$ cat config.mk
export PLATFORM = sky130hd
export DESIGN_NAME = store_drain_ctrl
export DESIGN_NICKNAME = d
export VERILOG_FILES = /design/src/rtl/store_drain_ctrl_pkg.sv /design/src/rtl/store_drain_ctrl.sv
export SDC_FILE = /design/constraint.sdc
export NUM_CORES = 1
export LEC_CHECK = 0
export CORE_AREA = 2 2 124 126
export DETAILED_ROUTE_END_ITERATION = 6
export DIE_AREA = 0 0 126 128
export DONT_BUFFER_PORTS = 1
export PLACE_DENSITY_LB_ADDON = 0.1
export SLEW_MARGIN = 5
export SYNTH_ARGS = -nofsm -noshare
export SYNTH_HDL_FRONTEND = slang
export SYNTH_SLANG_ARGS = --single-unit
$ cat constraint.sdc
create_clock -name clk -period 3.1 [get_ports clk]
set_input_delay 0.62 -clock clk [delete_from_list [all_inputs] [get_ports clk]]
set_output_delay 0.62 -clock clk [all_outputs]
set_load 0.05 [all_outputs]
$ cat src/rtl/store_drain_ctrl_pkg.sv
// Shared cpu types for the store-drain / load arbitration path to the data port.
package store_drain_ctrl_pkg;

  typedef logic [31:0] virt_t;
  typedef logic [31:0] uint32_t;

  typedef struct packed {
    logic [3:0] wstrb;
    logic [2:0] size;
    virt_t      addr;
    uint32_t    data;
  } st_buffer_t;

  typedef enum logic [2:0] {
    IDLE    = 3'd0,
    ST_ADDR = 3'd1,
    ST_DATA = 3'd2,
    LD_ADDR = 3'd3,
    LD_DATA = 3'd4
  } sd_state_e;

  typedef struct packed {
    logic       wr;
    logic [2:0] size;
    logic [3:0] wstrb;
    virt_t      addr;
    uint32_t    wdata;
  } mem_req_t;

endpackage

$ cat src/rtl/store_drain_ctrl.sv
// Arbitrates committed-store drain vs. loads onto a split addr/data handshake port.
// Optional perf counters are built only with STORE_DRAIN_PERF_EN defined.
module store_drain_ctrl
  import store_drain_ctrl_pkg::*;
#(
  parameter int STORE_GROUP  = 16,
  parameter int DRAIN_THRESH = 12
) (
  input  logic        clk,
  input  logic        reset,
  input  logic        flush,
  input  logic        rob_commit_store,
  output logic        store_drained,
  output logic        sb_pop,
  input  logic [3:0]  sb_wstrb,
  input  logic [2:0]  sb_size,
  input  virt_t       sb_addr,
  input  uint32_t     sb_data,
  input  logic        ld_req,
  input  logic [2:0]  ld_size,
  input  virt_t       ld_addr,
  output logic        ld_grant,
  output logic        ld_data_ok,
  output uint32_t     ld_rdata,
  output logic        data_req,
  output logic        data_wr,
  output logic [2:0]  data_size,
  output logic [3:0]  data_wstrb,
  output virt_t       data_addr,
  output uint32_t     data_wdata,
  input  logic        data_addr_ok,
  input  logic        data_data_ok,
  input  uint32_t     data_rdata,
  output logic [31:0] perf_st_cnt,
  output logic [31:0] perf_ld_stall
);

  localparam int CW = $clog2(STORE_GROUP) + 1;
  localparam logic [CW-1:0] THRESH_C = CW'(DRAIN_THRESH);
  localparam logic [CW-1:0] FULL_C   = CW'(STORE_GROUP);

  logic [CW-1:0] r_pending_cnt;
  sd_state_e     r_state, w_state_nxt;
  mem_req_t      r_req, w_req_nxt;
  logic          r_ld_kill, w_ld_kill_nxt;
  logic          w_sel_store, w_sel_load, w_ld_done, w_st_done;
  st_buffer_t    w_sb_head;

  assign w_sb_head = '{wstrb: sb_wstrb, size: sb_size, addr: sb_addr, data: sb_data};

  always_comb begin
    w_state_nxt   = r_state;
    w_req_nxt     = r_req;
    w_ld_kill_nxt = r_ld_kill;
    w_sel_store   = 1'b0;
    w_sel_load    = 1'b0;
    w_ld_done     = 1'b0;
    w_st_done     = 1'b0;
    case (r_state)
      IDLE: begin
        if (r_pending_cnt != '0 && (r_pending_cnt >= THRESH_C || !ld_req)) begin
          w_sel_store     = 1'b1;
          w_req_nxt.wr    = 1'b1;
          w_req_nxt.size  = w_sb_head.size;
          w_req_nxt.wstrb = w_sb_head.wstrb;
          w_req_nxt.addr  = w_sb_head.addr;
          w_req_nxt.wdata = w_sb_head.data;
          w_state_nxt     = ST_ADDR;
        end else if (ld_req && !flush) begin
          w_sel_load      = 1'b1;
          w_req_nxt.wr    = 1'b0;
          w_req_nxt.size  = ld_size;
          w_req_nxt.wstrb = 4'h0;
          w_req_nxt.addr  = ld_addr;
          w_req_nxt.wdata = '0;
          w_ld_kill_nxt   = 1'b0;
          w_state_nxt     = LD_ADDR;
        end
      end
      ST_ADDR: if (data_addr_ok) w_state_nxt = ST_DATA;
      ST_DATA: begin
        if (data_data_ok) begin
          w_st_done   = 1'b1;
          w_state_nxt = IDLE;
        end
      end
      LD_ADDR: begin
        // An accepted address must still see its data beat; only an unaccepted one can be dropped.
        if (data_addr_ok) begin
          w_state_nxt = LD_DATA;
          if (flush) w_ld_kill_nxt = 1'b1;
        end else if (flush) begin
          w_state_nxt = IDLE;
        end
      end
      LD_DATA: begin
        if (flush) w_ld_kill_nxt = 1'b1;
        if (data_data_ok) begin
          w_ld_done   = !flush && !r_ld_kill;
          w_state_nxt = IDLE;
        end
      end
      default: w_state_nxt = IDLE;
    endcase
  end

  always_ff @(posedge clk) begin
    if (reset) begin
      r_state   <= IDLE;
      r_req     <= '0;
      r_ld_kill <= 1'b0;
    end else begin
      r_state   <= w_state_nxt;
      r_req     <= w_req_nxt;
      r_ld_kill <= w_ld_kill_nxt;
    end
  end

  always_ff @(posedge clk) begin
    if (reset) begin
      r_pending_cnt <= '0;
    end else if (rob_commit_store && !sb_pop) begin
      r_pending_cnt <= r_pending_cnt + 1'b1;
    end else if (!rob_commit_store && sb_pop) begin
      r_pending_cnt <= r_pending_cnt - 1'b1;
    end
  end

  assign sb_pop        = w_sel_store && !reset;
  assign ld_grant      = w_sel_load && !reset;
  assign ld_data_ok    = w_ld_done && !reset;
  assign ld_rdata      = data_rdata;
  assign data_req      = !reset && (r_state == ST_ADDR || r_state == LD_ADDR);
  assign data_wr       = r_req.wr;
  assign data_size     = r_req.size;
  assign data_wstrb    = r_req.wstrb;
  assign data_addr     = r_req.addr;
  assign data_wdata    = r_req.wdata;
  assign store_drained = reset ||
                         (r_pending_cnt == '0 && r_state != ST_ADDR && r_state != ST_DATA);

`ifdef STORE_DRAIN_PERF_EN
  logic [31:0] r_perf_st_cnt;
  logic [31:0] r_perf_ld_stall;

  always_ff @(posedge clk) begin
    if (reset) begin
      r_perf_st_cnt   <= '0;
      r_perf_ld_stall <= '0;
    end else begin
      if (w_st_done) r_perf_st_cnt <= r_perf_st_cnt + 32'd1;
      if (ld_req && !ld_grant) r_perf_ld_stall <= r_perf_ld_stall + 32'd1;
    end
  end

  assign perf_st_cnt   = r_perf_st_cnt;
  assign perf_ld_stall = r_perf_ld_stall;
`else
  assign perf_st_cnt   = 32'd0;
  assign perf_ld_stall = 32'd0;
`endif

  a_no_overflow: assert property (@(posedge clk) disable iff (reset)
    !(rob_commit_store && !sb_pop && r_pending_cnt == FULL_C));
  a_no_underflow: assert property (@(posedge clk) disable iff (reset)
    !(sb_pop && !rob_commit_store && r_pending_cnt == '0));

endmodule

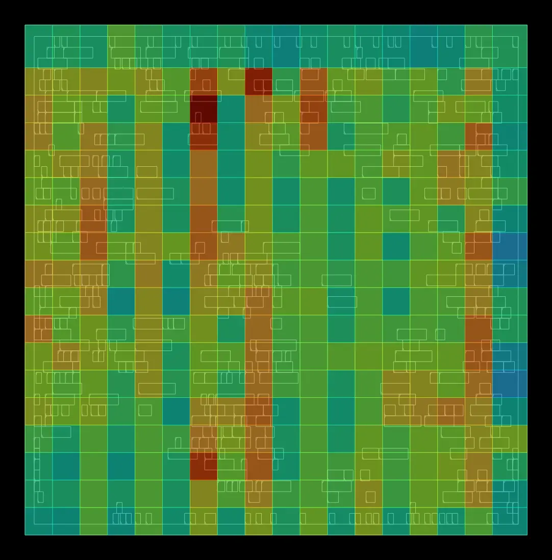
(congestion heat map)
final core utilization: 29.8%
met1 global-route usage: 16.3%
M2 GR Usage: 21.5%
total global-route track usage: 13.7%

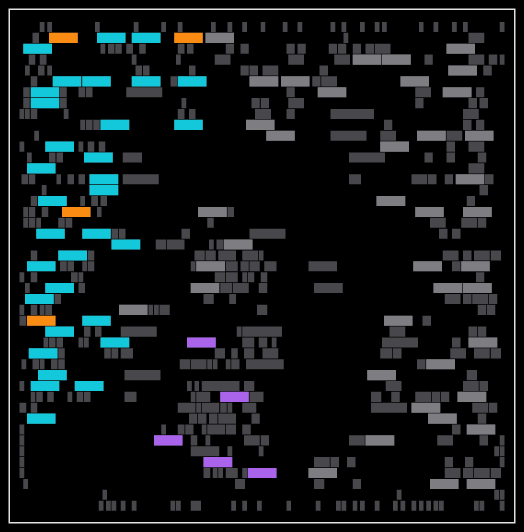
(where the registers sit)
Drawn at 4 px/um. Other sequential cells in the stronger gray, the rest of the logic in the fainter gray.
Key: cyan = data_wdata [placed flops 32]; purple = r_pending_cnt [placed flops 5, where bottom middle]; orange = data_wstrb [placed flops 4]
Another 40 sequential cells are not colored.
register area: 1620 um^2
Seq power: 2.83 mW
sequential cell area share: 36.6%

==> summary.txt <==
yosys + openroad results -> Post-synth EDFFs 0, tool warning count 26, number of vias per cell between 4 and 5, well-tap cell count between 150 and 200, area grow syn2layout 0.826%, top cells by count buf_4, dfxtp_1, a21oi_1, Reg power frac about 47%, critical path's most frequent cell ha_1, Synth top cell by count buf_4, Area leader share between 30% and 40%, status finished, final reports clean, worst path bufs/invs 1, Worst Tran Pin Value 976 ps, Top cell excl fill/tap dfxtp_1, ys cells ~500, Signal buffers 12, number of port buffers 0, fraction of layout cells with a size suffix above 1 9.09%, largest net degree at the start of global routing 74, Clock-cell share ~7%, cell type with the largest total area dfxtp_1
Power is estimated from default activity; no workload was simulated.
